**src/rtl/fib_run_ctrl.sv**
```systemverilog
// Run controller for the self-timed dual-rail Fibonacci ring: it holds the ring in reset, releases it per command,
// and walks the four-phase output link once per term, delivering each decoded term on a valid/ready port.
module fib_run_ctrl #(
  parameter int unsigned WIDTH       = 32,
  parameter int unsigned SYNC_STAGES = 2,
  parameter int unsigned RST_CYCLES  = 4,
  parameter int unsigned TIMEOUT     = 1024
) (
  input  logic                 clk,
  input  logic                 rst,
  input  logic                 cmd_valid,
  output logic                 cmd_ready,
  input  logic [15:0]          cmd_count,
  output logic                 ring_rst,
  output logic                 ring_start,
  output logic                 ring_ack,
  input  logic [2*WIDTH-1:0]   ring_out,
  output logic                 res_valid,
  input  logic                 res_ready,
  output logic [WIDTH-1:0]     res_data,
  output logic                 res_last,
  output logic                 busy,
  output logic                 done,
  output logic                 err
);

  localparam int unsigned TMO_MAX = (TIMEOUT > RST_CYCLES) ? TIMEOUT : RST_CYCLES;
  localparam int unsigned TW      = $clog2(TMO_MAX + 1);

  typedef enum logic [3:0] {
    S_IDLE,
    S_RESET,
    S_ARM,
    S_WAIT_DATA,
    S_HOLD,
    S_ACK_HI,
    S_ACK_LO,
    S_DONE,
    S_ERR
  } state_t;

  state_t r_state;
  state_t w_next;

  logic [2*WIDTH-1:0] r_sync [SYNC_STAGES];
  logic [2*WIDTH-1:0] r_prev;
  logic [2*WIDTH-1:0] w_sync_out;
  logic [WIDTH-1:0]   w_true;
  logic [WIDTH-1:0]   w_false;
  logic               w_stable;
  logic               w_complete;
  logic               w_empty;
  logic               w_illegal;
  logic               w_accept;
  logic               w_timeout;
  logic               w_rst_done;
  logic [15:0]        r_cnt;
  logic [TW-1:0]      r_tmo;
  logic [WIDTH-1:0]   r_data;
  logic               r_last;
  logic               r_zero_done;

  // r_prev trails the last synchronizer stage so a word only counts once it is seen identical twice.
  always_ff @(posedge clk) begin
    r_sync[0] <= ring_out;
    for (int unsigned i = 1; i < SYNC_STAGES; i++) begin
      r_sync[i] <= r_sync[i-1];
    end
    r_prev <= r_sync[SYNC_STAGES-1];
  end

  assign w_sync_out = r_sync[SYNC_STAGES-1];

  always_comb begin
    w_true  = '0;
    w_false = '0;
    for (int unsigned i = 0; i < WIDTH; i++) begin
      w_true[i]  = w_sync_out[2*i+1];
      w_false[i] = w_sync_out[2*i];
    end
  end

  assign w_stable   = (w_sync_out == r_prev);
  assign w_complete = w_stable && ((w_true ^ w_false) == '1);
  assign w_empty    = w_stable && (w_sync_out == '0);
  assign w_illegal  = w_stable && (|(w_true & w_false));
  assign w_accept   = cmd_valid && cmd_ready;
  assign w_timeout  = (r_tmo == TW'(TIMEOUT - 1));
  assign w_rst_done = (r_tmo == TW'(RST_CYCLES - 1));

  always_ff @(posedge clk) begin
    if (rst) begin
      r_state <= S_IDLE;
    end else begin
      r_state <= w_next;
    end
  end

  always_comb begin
    w_next = r_state;
    case (r_state)
      S_IDLE, S_ERR: begin
        if (w_accept) begin
          w_next = (cmd_count == '0) ? S_IDLE : S_RESET;
        end
      end
      S_RESET:     if (w_rst_done) w_next = S_ARM;
      S_ARM:       w_next = S_WAIT_DATA;
      S_WAIT_DATA: begin
        if (w_illegal)       w_next = S_ERR;
        else if (w_complete) w_next = S_HOLD;
        else if (w_timeout)  w_next = S_ERR;
      end
      S_HOLD:      if (res_ready) w_next = S_ACK_HI;
      S_ACK_HI: begin
        if (w_illegal)      w_next = S_ERR;
        else if (w_empty)   w_next = (r_cnt == 16'd1) ? S_DONE : S_ACK_LO;
        else if (w_timeout) w_next = S_ERR;
      end
      S_ACK_LO:    w_next = S_WAIT_DATA;
      S_DONE:      w_next = S_IDLE;
      default:     w_next = S_IDLE;
    endcase
  end

  always_comb begin
    ring_rst   = 1'b0;
    ring_start = 1'b0;
    ring_ack   = 1'b0;
    res_valid  = 1'b0;
    busy       = 1'b1;
    err        = 1'b0;
    cmd_ready  = 1'b0;
    case (r_state)
      S_IDLE: begin
        ring_rst  = 1'b1;
        busy      = 1'b0;
        cmd_ready = !rst;
      end
      S_RESET:     ring_rst = 1'b1;
      S_ARM,
      S_WAIT_DATA,
      S_ACK_LO:    ring_start = 1'b1;
      S_HOLD: begin
        ring_start = 1'b1;
        res_valid  = 1'b1;
      end
      S_ACK_HI: begin
        ring_start = 1'b1;
        ring_ack   = 1'b1;
      end
      S_DONE:      ring_rst = 1'b1;
      S_ERR: begin
        ring_rst  = 1'b1;
        busy      = 1'b0;
        err       = 1'b1;
        cmd_ready = !rst;
      end
      default:     ring_rst = 1'b1;
    endcase
  end

  // One cycle counter serves both the reset hold and the per-transition timeout; it restarts on every state change.
  always_ff @(posedge clk) begin
    if (rst) begin
      r_cnt       <= '0;
      r_tmo       <= '0;
      r_data      <= '0;
      r_last      <= 1'b0;
      r_zero_done <= 1'b0;
    end else begin
      r_zero_done <= w_accept && (cmd_count == '0);
      if (w_next != r_state) begin
        r_tmo <= '0;
      end else if (r_tmo != '1) begin
        r_tmo <= r_tmo + TW'(1);
      end
      if (w_accept && (cmd_count != '0)) begin
        r_cnt <= cmd_count;
      end else if ((r_state == S_ACK_HI) && ((w_next == S_DONE) || (w_next == S_ACK_LO))) begin
        r_cnt <= r_cnt - 16'd1;
      end
      if ((r_state == S_WAIT_DATA) && (w_next == S_HOLD)) begin
        r_data <= w_true;
        r_last <= (r_cnt == 16'd1);
      end
    end
  end

  assign done     = (r_state == S_DONE) || r_zero_done;
  assign res_data = r_data;
  assign res_last = r_last && res_valid;

endmodule

```
**config.mk**
```make
export PLATFORM = sky130hd
export DESIGN_NAME = fib_run_ctrl
export DESIGN_NICKNAME = d
export VERILOG_FILES = /design/src/rtl/fib_run_ctrl.sv
export SDC_FILE = /design/constraint.sdc
export NUM_CORES = 1
export LEC_CHECK = 0
export CORE_MARGIN = 2
export CORE_UTILIZATION = 45
export DETAILED_ROUTE_END_ITERATION = 7
export GPL_ROUTABILITY_DRIVEN = 0
export HOLD_SLACK_MARGIN = 0.1
export PLACE_DENSITY = 0.68
export SLEW_MARGIN = 20
export SYNTH_ARGS = -nofsm -noshare
export SYNTH_HDL_FRONTEND = slang
export SYNTH_SLANG_ARGS = --single-unit
export TNS_END_PERCENT = 20
```
**constraint.sdc**
```tcl
create_clock -name clk -period 3.16 [get_ports clk]
set_clock_uncertainty 0.2 [all_clocks]
set_input_delay 0.632 -clock clk [delete_from_list [all_inputs] [get_ports clk]]
set_output_delay 0.632 -clock clk [all_outputs]
set_load 0.01 [all_outputs]
```
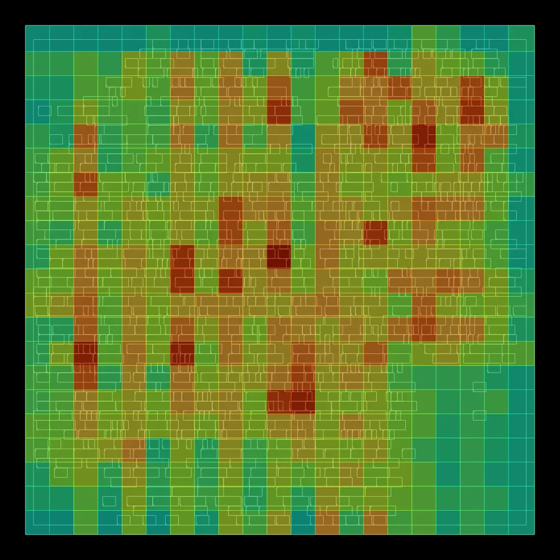
run_1/final_congestion.png
gr busiest metal: met2
wire per inst: 15.0 µm
met2 usage: 0.298
GRT Resource Usage Total: 0.181
Final Util: 0.598

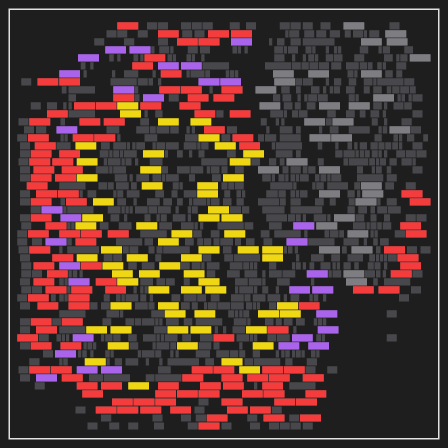
run_1/registers.png
Other sequential cells in the stronger gray, the rest of the logic in the fainter gray.
legend:
  res_data:
    color: purple
    flops: 32
  r_prev:
    color: yellow
    flops: 64
  r_sync:
    color: red
    flops: 128
    where: spread over the die
not colored: 33

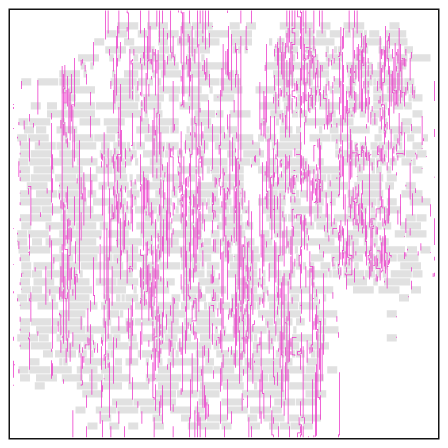
run_1/met2.png
Cells faint in the background.
share of all routed wire: 46%
longest straight run: 48.6 µm
wire length on this layer: 8740 µm
main direction: vertical
nets with wire on the layer: 908
final wirelength: 19.1 mm
via count: 6172

==> CHANGELOG.md, run 1 <==
## Flow update

* Outcome: complete, no violations
* Die area at 21200 µm²
* Die height at 145 µm
* Chip width at 145 µm
* Post-placement cell count at 1228
* Max Slew Vio Count at 0
* Async S/R FF share, synth at 0
* Fin Hold WS at 0.123 ns
* # diodes at 0
* Flops after synth at 257
* Post-Synthesis Net Count at 989
* Seq/total area at 0.440
* Clock share of power at 0.445
* Max stage delay cell, worst path: or4_4
* Drt pass-1 iters at 4
* Clk sinks at 257
* Core Area at 19500 µm²
* First-pass GRT wire length at 31.2 mm
* Internal Power at 5.57 mW
* Basic Gates by Area at 0.146
* Synth cell count leaders: dfxtp_1, nand2_1, inv_1, xnor2_1, ha_1
* Share of cells above drive strength 1 at 0.102
* # Taps at 265
* Fp_density at 0.461
* I/O pins at 125
* Finish-stage setup viols at 0
* Seq pwr share at 0.491
* Period utilisation layout at 0.950
* H-tree levels at 1
* Area after DPL at 10700 µm²
* Total Power at 7.15 mW
* FF-to-FF Start: r_sync[0][98]
* Slowest stage delay, CP at 0.61 ns
* Initial antenna violation count at 0
* Relative slew slack at 0.466
* Cell depth of the worst hold path at 0
* # nets final at 1142
* Net Sw Frac at 0.221
* OpenROAD warning count at 59
* # rows at 51
* WS Path Type: reg -> reg
* Comb/total area at 0.298
* Non-clock inverters at 81
* Hold_sp: r_sync[0][39]
* Clk_lat worst skew at 0.54 ns
* CTS tree: done
* Cell count in the Yosys report at 838
* WL met2 at 8.74 mm
* Switching power at 1.58 mW
* Synth logic family: simple AND/OR/NAND/NOR gates
* Cell area leaders: dfxtp_1, ha_1, xnor2_1
* Critical Path AT at 3.23 ns
* Combinational share of power at 0.064
* Clock buf/inv share at 0.0787
* Worst Setup EP: r_cnt[4]
* Worst Hold End: r_sync[0][103]
* Gate Area at 3480 µm²
* Comb. pwr at 0.460 mW
[run 1: layout by cell type (no fill, tap or decap), types with 5 or more instances in the layout]
cell type        instances
inv_1                   81
buf_4                   22
dfxtp_1                257
buf_12                   5
clkdlybuf4s50_1        123
nor4_2                   8
a31o_2                   7
nand3_1                  8
ha_1                    67
clkbuf_16               26
a21bo_2                  6
clkbuf_8                 6
nor4_1                  23
nand3b_1                 6
nor2_1                  30
xnor2_1                 70
nand4_1                 42
a311oi_1                13
nor3_1                  10
clkbuf_1                 5
nand2_1                 85
a21oi_1                 40
[run 1: registers in the layout (all words and copies together) (netlist names)]
name,flops
r_tmo,11
r_prev,64
r_sync,128
r_zero_done,1
r_cnt,16
res_data,32
r_state,4
r_last,1
--- run 2 (diff from run 1) ---
- CAP_MARGIN: unset -> 30
- CORE_MARGIN: 2 -> 8
- CORE_UTILIZATION: 45 -> 40
- PLACE_DENSITY: 0.68 -> unset
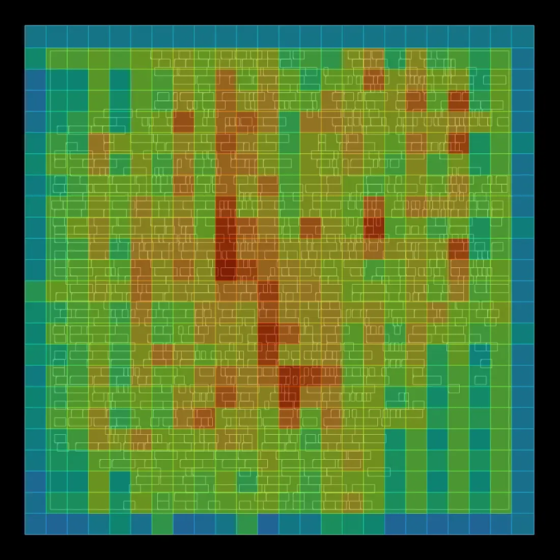
run_2/final_congestion.png
M3 GR Usage: 0.0309
wire per inst: 15.6 µm
met2 usage: 0.238

==> run 2 against run 1 <==
Against the previous run: routed wire length up 7.2%; clock-buffer cell count is 4 lower; sequential power hardly changed; via count fell by 1.7%; combinational power increased by 2%; largest power group unchanged; register-to-register slack hardly changed; non-clock buffer count increased by 13; flip-flop count unchanged; highest routed layer unchanged; fmax hardly changed; worst setup slack worse by 0.0013 ns; critical path type is now reg -> out; synthesized area is the same.
==> CHANGELOG.md, run 2 <==
## Flow update

* Area after DPL at 10800 µm² (+0.79%)
* Worst Setup EP: cmd_ready
* Relative slew slack at 0.455 (-0.0111)
* Flops after synth at 257 (unchanged)
* Finish-stage setup viols at 0 (unchanged)
* Post-Synthesis Net Count at 989 (unchanged)
* Synth logic family: simple AND/OR/NAND/NOR gates
* Comb. pwr at 0.470 mW (+2%)
* Syn avg cell area at 10.7 µm²
* Hold_sp: r_sync[0][36]
* Chip width at 166 µm (+14%)
* Max reg flops at 128 (unchanged)
* Period utilisation layout at 0.951 (about the same)
* Max stage delay cell, worst path: clkdlybuf4s50_1
* Most frequent cells in the layout: dfxtp_1, clkdlybuf4s50_1, nand2_1, inv_1, xnor2_1
* Sequential cell area fraction in the yosys report at 0.572
* Async S/R FF share, synth at 0 (unchanged)
* FF-to-FF Start: r_sync[0][107]
* Mux share at 0.00236
* CTS tree: done
* Share of cells above drive strength 1 at 0.115 (+0.0131)
* Outcome: complete, no violations
* Worst Hold End: r_sync[0][100]
* Combinational share of power at 0.067 (+0.003)
* H-tree levels at 1 (unchanged)
* First-pass GRT wire length at 33.0 mm (+5.7%)
* Register bank with the most flops: r_sync
* Initial antenna violation count at 0 (unchanged)
* Cell area leaders: dfxtp_1, ha_1, xnor2_1
* WS Path Type: reg -> out
* Fp_density at 0.403 (-0.0585)
* Clock share of power at 0.436 (-0.009)
* Die area at 27600 µm² (+30%)
* Critical Path AT at 2.17 ns (-1.06 ns)
* Root Driver: clkbuf_16
* Die height at 166 µm (+14%)
* # rows at 55 (+7.8%)
* Max-cap violations at 0
* Clk sinks at 257 (unchanged)
* Switching power at 1.63 mW (+3.5%)
* I/O pins at 125 (unchanged)
* Drt pass-1 iters at 4 (unchanged)
* Drt initial violations at 303
* Core Area at 22400 µm² (+15%)
* Net Sw Frac at 0.232 (+0.0114)
* Seq pwr share at 0.498 (+0.007)
* Area grow syn2layout at 30.0%
* Basic Gates by Area at 0.146 (unchanged)
* Synth cell count leaders: dfxtp_1, nand2_1, inv_1, xnor2_1, ha_1
* Total Power at 7.04 mW (-1.6%)
* OpenROAD warning count at 59 (unchanged)
* Top cell excl fill/tap: dfxtp_1
* # nets final at 1156 (+1.2%)
* Cell depth of the worst hold path at 0 (unchanged)
* Slowest stage delay, CP at 0.57 ns (-0.04 ns)
* # diodes at 0 (unchanged)
* Final Critical Period at 3.00 ns
* Clk_lat worst skew at 0.53 ns (about the same)
* Cell count in the Yosys report at 838 (unchanged)
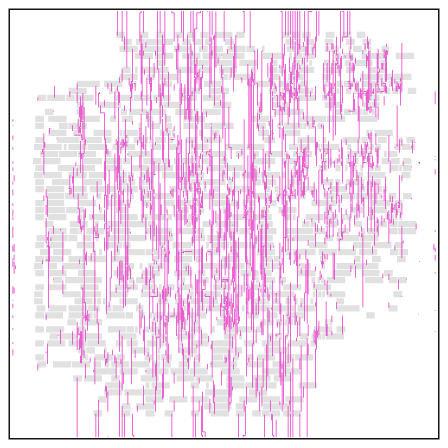
run_2/met2.png
Cells faint in the background.
via count: 6070
final wirelength: 20.4 mm

-- run 2: per-layer routing --
metal | routed length, µm | part of all wire | track usage
met5 | 0 | 0 | 0
met4 | 313 | 0.015 | 0.0364
met3 | 1040 | 0.051 | 0.0309
met2 | 9270 | 0.45 | 0.238
met1 | 9820 | 0.48 | 0.194
-- run 2: per-stage QoR --
stage,hold WS (ns),setup TNS [ns],util,instances
after floorplan,0.110,0,-,838
after global placement,0.111,-0.0660,0.483,1261
after detailed placement,0.112,0,0.483,1261
after CTS,0.124,0,0.523,1311
after global routing,0.122,0,0.523,1311
final,0.123,0,0.523,1311
-- run 2: cell type report --
type                    instances  area, µm²
clock inverters                17        154
flip-flops and latches        257       5140
multi-input cells             474       3460
well taps                     285        357
inverters                      81        304
fillers                      2043      10700
repair buffers                164       1560
clock buffers                  33        728
--- run 3 (diff from run 2) ---
- TNS_END_PERCENT: 20 -> 1
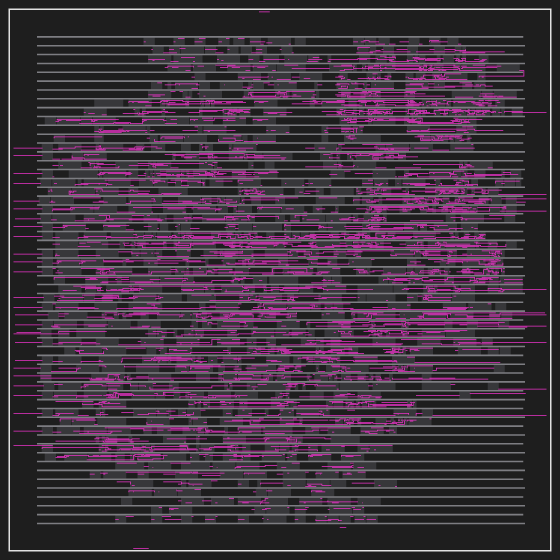
run_3/met1.png
Supply wires on this layer in gray. Cells faint in the background.
main direction: horizontal
nets with wire on the layer: 1058
wire length on this layer: 9820 µm
share of all routed wire: 48%
met1 Use GR: 0.194

==> run 3 against run 2 <==
Against the previous run: worst setup slack unchanged; die size did not move; fmax unchanged; sequential power is essentially flat; hold slack unchanged; critical path depth is the same; flip-flop count unchanged; final area unchanged; combinational power about the same; clock power hardly changed; register-to-register slack is essentially flat.
==> CHANGELOG.md, run 3 <==
## Flow update

* Sequential cell area fraction in the yosys report at 0.572 (unchanged)
* Async S/R FF share, synth at 0 (unchanged)
* Final wirelength at 20.4 mm (unchanged)
* Syn avg cell area at 10.7 µm² (unchanged)
* Share of cells above drive strength 1 at 0.115 (unchanged)
* Wire per inst at 15.6 µm (unchanged)
* Die height at 166 µm (unchanged)
* Fill count at 2043 (unchanged)
* Area occupied by registers at 5140 µm² (unchanged)
* Flops after synth at 257 (unchanged)
* Buffering overhead at 0.133 (unchanged)
* Comb. pwr at 0.470 mW (about the same)
* Cell count in the Yosys report at 838 (unchanged)
* # Taps at 285 (unchanged)
* Core Area at 22400 µm² (unchanged)
* M3 GR Usage at 0.0309 (unchanged)
* Max-area cell class: registers
* Area after DPL at 10800 µm² (unchanged)
* Max reg flops at 128 (unchanged)
* WS Path Type: reg -> out
* Via count at 6070 (unchanged)
* Max stage delay cell, worst path: clkdlybuf4s50_1
* Layout Cells excl Fill at 1311 (unchanged)
* Seq pwr share at 0.498 (about the same)
* Setup TNS at 0 ns (unchanged)
* Gate Area at 3460 µm² (unchanged)
* FF-to-FF Start: r_sync[0][107]
* Seq/total area at 0.440 (unchanged)
* WL met2 at 9.27 mm (unchanged)
* Final Critical Period at 3.00 ns (unchanged)
* Hold_sp: r_sync[0][36]
* Flop count at 257 (unchanged)
* # nets final at 1156 (unchanged)
* Drt pass-1 iters at 4 (unchanged)
* Initial antenna violation count at 0 (unchanged)
* Outcome: complete, no violations
* Switching power at 1.63 mW (unchanged)
* Period utilisation layout at 0.951 (unchanged)
* Relative slew slack at 0.455 (unchanged)
* Max-cap violations at 0 (unchanged)
* I/O pins at 125 (unchanged)
* Highest Signal Layer: met4
* Cell area leaders: dfxtp_1, ha_1, xnor2_1
* Worst Setup EP: cmd_ready
* Slowest stage delay, CP at 0.57 ns (about the same)
* Metal-1 WL at 9.82 mm (unchanged)
* Combinational share of power at 0.067 (about the same)
* Net Sw Frac at 0.232 (unchanged)
* Register bank with the most flops: r_sync
* H-tree levels at 1 (unchanged)
* Clock share of power at 0.436 (about the same)
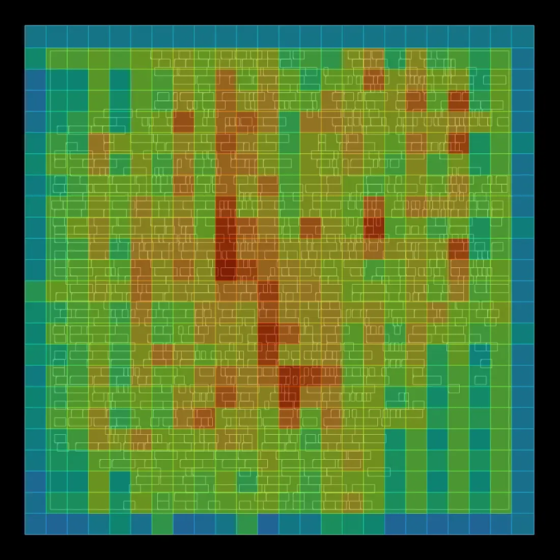
run_3/final_congestion.png
GRT Resource Usage Total: 0.146
Final Util: 0.523

-- run 3: cell counts after synthesis --
Identical to the previous run, type by type.
-- run 3: cell families after synthesis --
kind of cell,count (synthesis),share of synthesized area
AND/OR/NAND/NOR,243,0.146
AND-OR/OR-AND,89,0.0682
XOR/XNOR,73,0.0710
multiplexers,2,0.00236
buffers and inverters,107,0.0473
flip-flops,257,0.572
adder cells (fa/ha/maj),67,0.0931
-- run 3: worst min path at each step --
stage | end | slack [ns] | cells past startpoint
4_1_cts | r_sync[0][100] | 0.12 | 0
3_3_place_gp | r_sync[0][101] | 0.11 | 0
3_5_place_dp | r_sync[0][100] | 0.11 | 0
5_1_grt | r_sync[0][100] | 0.12 | 0
6_report | r_sync[0][100] | 0.12 | 0
2_1_floorplan | r_sync[0][100] | 0.11 | 0

==> gallery <==
Port wiring.
Scale bar: 50 µm.
shot_01.png
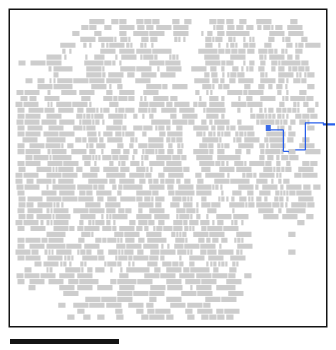
shot_02.png
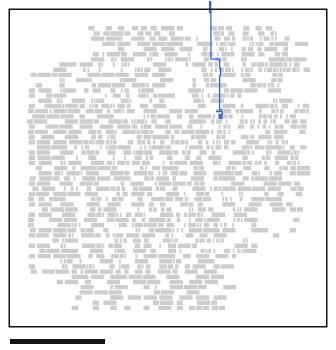
shot_02.png: run 3
shot_01.png: run 1
The one with the largest die is shot_02.png.

Power figures rest on the tool's default switching activity, not on a simulated workload.
